**src/rtl/bcd_to_bin_seq_pkg.sv**
```systemverilog
// Shared widths, digit constants and FSM encoding for the BCD-to-binary converter.
package bcd_to_bin_seq_pkg;

  localparam int BIN_W_DEF = 8;
  localparam int NDIG_DEF  = 3;
  localparam int DIG_W     = 4;

  localparam logic [DIG_W-1:0] MAX_DIG  = 4'd9;
  localparam logic [DIG_W-1:0] CORR_TH  = 4'd8;
  localparam logic [DIG_W-1:0] CORR_AMT = 4'd3;

  typedef enum logic {
    ST_IDLE = 1'b0,
    ST_CONV = 1'b1
  } state_e;

endpackage

```
**src/rtl/bcd_to_bin_seq_if.sv**
```systemverilog
// Request/result bundle: three BCD digits with a START strobe in, binary result with DONE/BUSY/ERR out.
interface bcd_to_bin_seq_if
  import bcd_to_bin_seq_pkg::*;
#(
  parameter int BIN_W = BIN_W_DEF
);
  logic             start;
  logic [DIG_W-1:0] h;
  logic [DIG_W-1:0] t;
  logic [DIG_W-1:0] o;
  logic [BIN_W-1:0] bin;
  logic             done;
  logic             busy;
  logic             err;

  modport master (output start, h, t, o, input bin, done, busy, err);
  modport slave  (input start, h, t, o, output bin, done, busy, err);
endinterface

```
**src/rtl/bcd_to_bin_seq_sub3_if_gte8.sv**
```systemverilog
// Single-nibble correction step of reverse double-dabble: subtract 3 when the nibble is 8 or more.
// Purely combinational, zero latency, no flow control.
module sub3_if_gte8
  import bcd_to_bin_seq_pkg::*;
(
  input  logic [DIG_W-1:0] nib_i,
  output logic [DIG_W-1:0] nib_o
);

  assign nib_o = (nib_i >= CORR_TH) ? nib_i - CORR_AMT : nib_i;

endmodule

```
**src/rtl/bcd_to_bin_seq.sv**
```systemverilog
// Three-digit BCD to binary converter, one shift/correct iteration per clock.
// Result and one-cycle DONE appear BIN_W cycles after START is taken; START is ignored while BUSY.
module bcd_to_bin_seq
  import bcd_to_bin_seq_pkg::*;
#(
  parameter int BIN_W = BIN_W_DEF
)(
  input  logic             clk_i,
  input  logic             rst_n_i,
  bcd_to_bin_seq_if.slave  cvt
);

  localparam int NDIG  = NDIG_DEF;
  localparam int BCD_W = NDIG * DIG_W;
  localparam int CNT_W = $clog2(BIN_W);
  localparam logic [CNT_W-1:0] CNT_LAST = CNT_W'(BIN_W - 1);

  state_e           state_q, state_d;
  logic [BCD_W-1:0] bcd_q, bcd_d;
  logic [BIN_W-1:0] sr_q, sr_d;
  logic [CNT_W-1:0] cnt_q, cnt_d;
  logic             bad_q, bad_d;
  logic [BIN_W-1:0] bin_q, bin_d;
  logic             err_q, err_d;
  logic             done_q, done_d;

  logic [BCD_W-1:0] bcd_shift;
  logic [BCD_W-1:0] bcd_corr;
  logic [BIN_W-1:0] sr_shift;
  logic             err_n;

  // The LSB of the BCD register migrates into the MSB of the binary register.
  assign bcd_shift = bcd_q >> 1;
  assign sr_shift  = {bcd_q[0], sr_q[BIN_W-1:1]};

  for (genvar g = 0; g < NDIG; g++) begin : g_corr
    sub3_if_gte8 u_corr (
      .nib_i (bcd_shift[g*DIG_W +: DIG_W]),
      .nib_o (bcd_corr[g*DIG_W +: DIG_W])
    );
  end

  // A residual left in the BCD register after the last shift means the value exceeded BIN_W bits.
  assign err_n = bad_q | (bcd_corr != '0);

  always_comb begin
    state_d = state_q;
    bcd_d   = bcd_q;
    sr_d    = sr_q;
    cnt_d   = cnt_q;
    bad_d   = bad_q;
    bin_d   = bin_q;
    err_d   = err_q;
    done_d  = 1'b0;
    unique case (state_q)
      ST_IDLE: begin
        if (cvt.start) begin
          bcd_d   = {cvt.h, cvt.t, cvt.o};
          sr_d    = '0;
          cnt_d   = '0;
          bad_d   = (cvt.h > MAX_DIG) | (cvt.t > MAX_DIG) | (cvt.o > MAX_DIG);
          state_d = ST_CONV;
        end
      end
      ST_CONV: begin
        bcd_d = bcd_corr;
        sr_d  = sr_shift;
        cnt_d = cnt_q + 1'b1;
        if (cnt_q == CNT_LAST) begin
          bin_d   = err_n ? '0 : sr_shift;
          err_d   = err_n;
          done_d  = 1'b1;
          state_d = ST_IDLE;
        end
      end
      default: state_d = ST_IDLE;
    endcase
  end

  always_ff @(posedge clk_i or negedge rst_n_i) begin
    if (!rst_n_i) begin
      state_q <= ST_IDLE;
      bcd_q   <= '0;
      sr_q    <= '0;
      cnt_q   <= '0;
      bad_q   <= 1'b0;
      bin_q   <= '0;
      err_q   <= 1'b0;
      done_q  <= 1'b0;
    end else begin
      state_q <= state_d;
      bcd_q   <= bcd_d;
      sr_q    <= sr_d;
      cnt_q   <= cnt_d;
      bad_q   <= bad_d;
      bin_q   <= bin_d;
      err_q   <= err_d;
      done_q  <= done_d;
    end
  end

  assign cvt.bin  = bin_q;
  assign cvt.err  = err_q;
  assign cvt.done = done_q;
  assign cvt.busy = (state_q == ST_CONV);

endmodule

```
**src/flat_wrapper.sv**
```systemverilog
// flat-port wrapper written by rule: the top's interface ports become plain ports
module bcd_to_bin_seq_flat import bcd_to_bin_seq_pkg::*;
#(
  parameter int BIN_W = BIN_W_DEF
)
  (clk_i, rst_n_i, cvt_start, cvt_h, cvt_t, cvt_o, cvt_bin, cvt_done, cvt_busy, cvt_err);
  bcd_to_bin_seq_if #(.BIN_W(BIN_W)) cvt_i ();
  input  logic clk_i;
  input  logic rst_n_i;
  input wire logic [$bits(cvt_i.start)-1:0] cvt_start;
  input wire logic [$bits(cvt_i.h)-1:0] cvt_h;
  input wire logic [$bits(cvt_i.t)-1:0] cvt_t;
  input wire logic [$bits(cvt_i.o)-1:0] cvt_o;
  output wire logic [$bits(cvt_i.bin)-1:0] cvt_bin;
  output wire logic [$bits(cvt_i.done)-1:0] cvt_done;
  output wire logic [$bits(cvt_i.busy)-1:0] cvt_busy;
  output wire logic [$bits(cvt_i.err)-1:0] cvt_err;
  assign cvt_i.start = cvt_start;
  assign cvt_i.h = cvt_h;
  assign cvt_i.t = cvt_t;
  assign cvt_i.o = cvt_o;
  assign cvt_bin = cvt_i.bin;
  assign cvt_done = cvt_i.done;
  assign cvt_busy = cvt_i.busy;
  assign cvt_err = cvt_i.err;
  bcd_to_bin_seq #(.BIN_W(BIN_W)) u_core (.clk_i(clk_i), .rst_n_i(rst_n_i), .cvt(cvt_i));
endmodule
```
**config.mk**
```make
export PLATFORM = sky130hd
export DESIGN_NAME = bcd_to_bin_seq_flat
export DESIGN_NICKNAME = d
export VERILOG_FILES = /design/src/rtl/bcd_to_bin_seq_pkg.sv /design/src/rtl/bcd_to_bin_seq_if.sv /design/src/rtl/bcd_to_bin_seq_sub3_if_gte8.sv /design/src/rtl/bcd_to_bin_seq.sv /design/src/flat_wrapper.sv
export SDC_FILE = /design/constraint.sdc
export NUM_CORES = 1
export LEC_CHECK = 0
export ABC_AREA = 1
export CORE_ASPECT_RATIO = 1.1
export CORE_MARGIN = 5
export CORE_UTILIZATION = 30
export CTS_CLUSTER_DIAMETER = 40
export CTS_CLUSTER_SIZE = 25
export DETAILED_ROUTE_END_ITERATION = 8
export GPL_TIMING_DRIVEN = 1
export PLACE_DENSITY = 0.58
export SLEW_MARGIN = 20
export SYNTH_ARGS = -nofsm -noshare
export SYNTH_HDL_FRONTEND = slang
export SYNTH_SLANG_ARGS = --single-unit
```
**constraint.sdc**
```tcl
create_clock -name clk_i -period 1.8 [get_ports clk_i]
set_input_delay 0.18 -clock clk_i [delete_from_list [all_inputs] [get_ports clk_i]]
set_output_delay 0.18 -clock clk_i [all_outputs]
set_load 0.01 [all_outputs]
```
==> changes_impl.md <==
### Implementation results

* Status: finished clean
* P_sw at 0.00145 W
* Final Max Slew Viols at 0
* Sequential fraction of design power at 0.362
* Maxcap violations at 0
* CP startpoint: u_core.cvt.busy
* Critical R2R Launch: u_core.bcd_q[1]
* Insertion Delay late pin at 0.29 ns
* Pwr dens at 1560 mW/mm^2
* Max incr delay on CP at 0.61 ns
* Core area at 0.00573 mm^2
* GP Congestion at 0.800
* Tmin final at 1.60 ns
* Row cnt at 29
* Relative slew slack at 0.702
* Main synth FF type: dfrtp_1
* Fa+ha+maj area frac at 0.0428
* Worst hold path class: in -> async
* Post-cts resize count at 0
* Post-synth top area cell: dfrtp_1
* YS chip area at 0.00175 mm^2
* CTS clock-pin slew for the worst setup and hold paths at 0.06 ns
* Final-report setup violation count at 0
* Highest routed layer: met4
* Kind of critical path: reg -> out
* Pleak at 1.07 nW
* Yosys aoi share at 0.107
* # diodes at 0
* WP buf/inv at 1
* Worst Path Arrival at 1.42 ns
* Synth unique cells at 26
* Setup crit end kind: output pin
* Placed Area at 0.00210 mm^2
* Mux frac, synth at 0
* Max IR drop VDD at 638 uV
* Global-route wire length before repair at 6630 um
* GRT Util Overall at 0.108
* Clock Sink Count at 34
* Worst Path Max Fanout at 9
* CTS H-tree lvls at 2
* Metal2 WL at 1820 um
* Comb power frac at 0.483
* 1st-pass router iterations at 4
* Area Growth Syn to Fin at 24.0%
* Synth Area per Inst at 8.56 um^2
* CTS tree: done
* Post-synth regs at 34
* Fin crit share at 0.888
* GR Overflow Total at 0
* Synth Seq Share at 0.485
* Synth warn at 0
* Fmax at 626 MHz
* Post-DP HPWL at 2780 um
* # hold bufs at CTS at 0
* Async SR Flop Fraction at 1.00
* Fin nets at 257
* Fill cells at 625
* Yosys Instances at 205
* Final instance area at 0.00217 mm^2
* Sum of negative setup slack at 0 ns
per-layer routing:
metal | up-vias | global-route usage
li1 | 727 | -
met1 | 661 | 0.133
met2 | 27 | 0.180
met3 | 7 | 0.0274
met4 | 0 | 0.0409
met5 | - | 0
power by group through the flow:
| stage | Sequential [W] | Clock, W | Combinational, W |
|---|---|---|---|
| finish | 0.00123 | 0.000526 | 0.00164 |
| global route | 0.00127 | 0.000569 | 0.00185 |
| CTS | 0.00123 | 0.000544 | 0.00166 |
| detailed placement | 0.00125 | 0 | 0.00165 |
| global placement | 0.00125 | 0 | 0.00163 |
| floorplan | 0.00120 | 0 | 0.00127 |
path summary, 6_finish.rpt:
check / end / slack, ns / cells past startpoint
max: cvt_busy / 0.20 / 1
min: u_core.cvt.bin[3] / 0.30 / 2
max reg2reg: u_core.cvt.bin[2] / 0.29 / 9
min reg2reg: u_core.cvt.bin[0] / 0.48 / 2
max in group asynchronous: u_core.cvt.bin[2] / 1.17 / 2
min in group clk_i: u_core.bcd_q[8] / 0.48 / 3
synth_stat cells, types with 2 or more instances:
master,n
buf_4,2
a22o_1,3
ha_1,6
nand2_2,4
o221ai_1,7
inv_2,2
nand3_1,5
nand2_1,65
nand2_4,3
buf_2,2
nor2_1,19
dfrtp_1,34
o22ai_1,7
inv_1,22
nand4_1,8
o21ai_0,4
nor2_8,2
o211ai_1,2
final cells by class:
cell class | instances | area, um^2 | area share
flip-flops and latches | 34 | 851 | 0.391
multi-input cells | 140 | 768 | 0.353
repair buffers | 30 | 288 | 0.132
well taps | 77 | 96.3 | 0.0443
inverters | 25 | 95.1 | 0.0437
clock buffers | 7 | 76.3 | 0.0351
state kept, by name, summed over array words and instances, names as in the netlist:
signal and count:
u_core.cvt.bin 8, u_core.cnt_q 3, u_core.cvt.done 1, u_core.cvt.err 1
u_core.bad_q 1, u_core.cvt.busy 1, u_core.sr_q 7, u_core.bcd_q 12
cell usage in the layout (no fill, tap or decap):
master	n
a22o_1	3
o22ai_1	7
o21ai_0	4
nand2_4	3
clkdlybuf4s50_1	25
clkinv_2	1
a41oi_1	1
nor2_2	1
inv_2	2
inv_1	22
a21oi_1	1
clkbuf_1	2
nor2_8	2
buf_4	5
o211ai_1	2
o221ai_1	7
nand2_1	65
nand4_1	8
nor2_1	19
ha_1	6
nand3_2	1
dfrtp_1	34
nand3_1	5
clkbuf_8	5
nand2_2	4
o21bai_1	1
logic make-up (layout without fill, tap and decap cells):
kind of cell	Yosys count	count (layout)
AND-OR/OR-AND	26	26
adder cells (fa/ha/maj)	6	6
buffers and inverters	31	62
flip-flops	34	34
AND/OR/NAND/NOR	108	108
stage by stage:
step           std cells  power [W]
2_1_floorplan        205    0.00246
5_1_grt              313    0.00369
4_1_cts              313    0.00343
3_5_place_dp         306    0.00289
6_report             313    0.00339
3_3_place_gp         306    0.00287
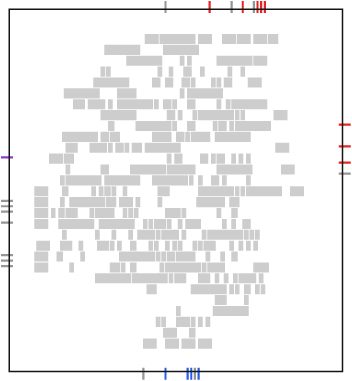
Figure 1: pin map.
Drawn at 4 px/um. Pins as bars across the die edge, other pins in grey.
- cvt_o: blue (pins 4; direction input; edge bottom)
- cvt_bin: red (pins 8; direction output; edge 5 top, 3 right)
- cvt_busy: purple (pins 1; direction output; edge left)
- all pins by edge: 8 top, 8 left, 6 bottom, 4 right
Die Height: 90.2 um
DIE WIDTH: 82.9 um
port buffer count: 25

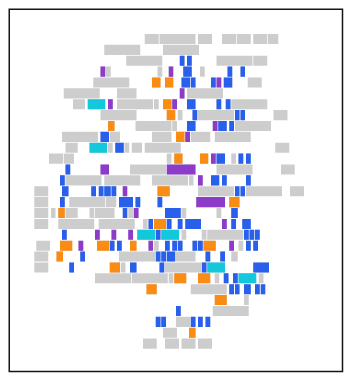
Figure 2: logic cells by family.
Drawn at 4 px/um.
- adder and majority cells: cyan (cells 6)
- NAND gates: blue (cells 86)
- NOR gates: purple (cells 22)
- inverting AOI/OAI gates: orange (cells 23)
Comb/total area: 0.353
Commonest Layout Cell: nand2_1
Finished Layout Cells: 313

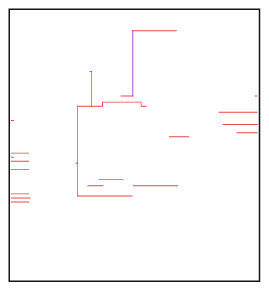
Figure 3: signal wires by layer.
Drawn at 3 px/um. Only two layers are drawn.
- met4: purple (wire length 63.2 um)
- met3: red (wire length 164 um)
Vias: 1422
drt wl/cell: 12.1 um

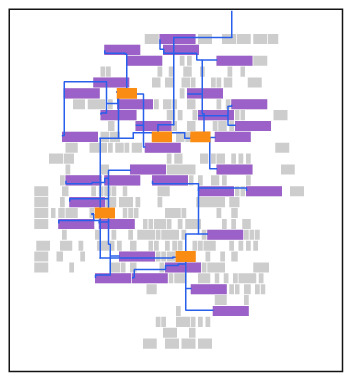
Figure 4: clock distribution.
Drawn at 4 px/um.
- flip-flops: purple (count 34)
- clock wires: blue (length 457 um)
- cells driving clock nets: orange (count 5)
- routed clock nets: 6
clock share of power: 0.155
Final Skew: 0.00679 ns
clk pwr: 0.000526 W

Power is estimated from default activity; no workload was simulated.
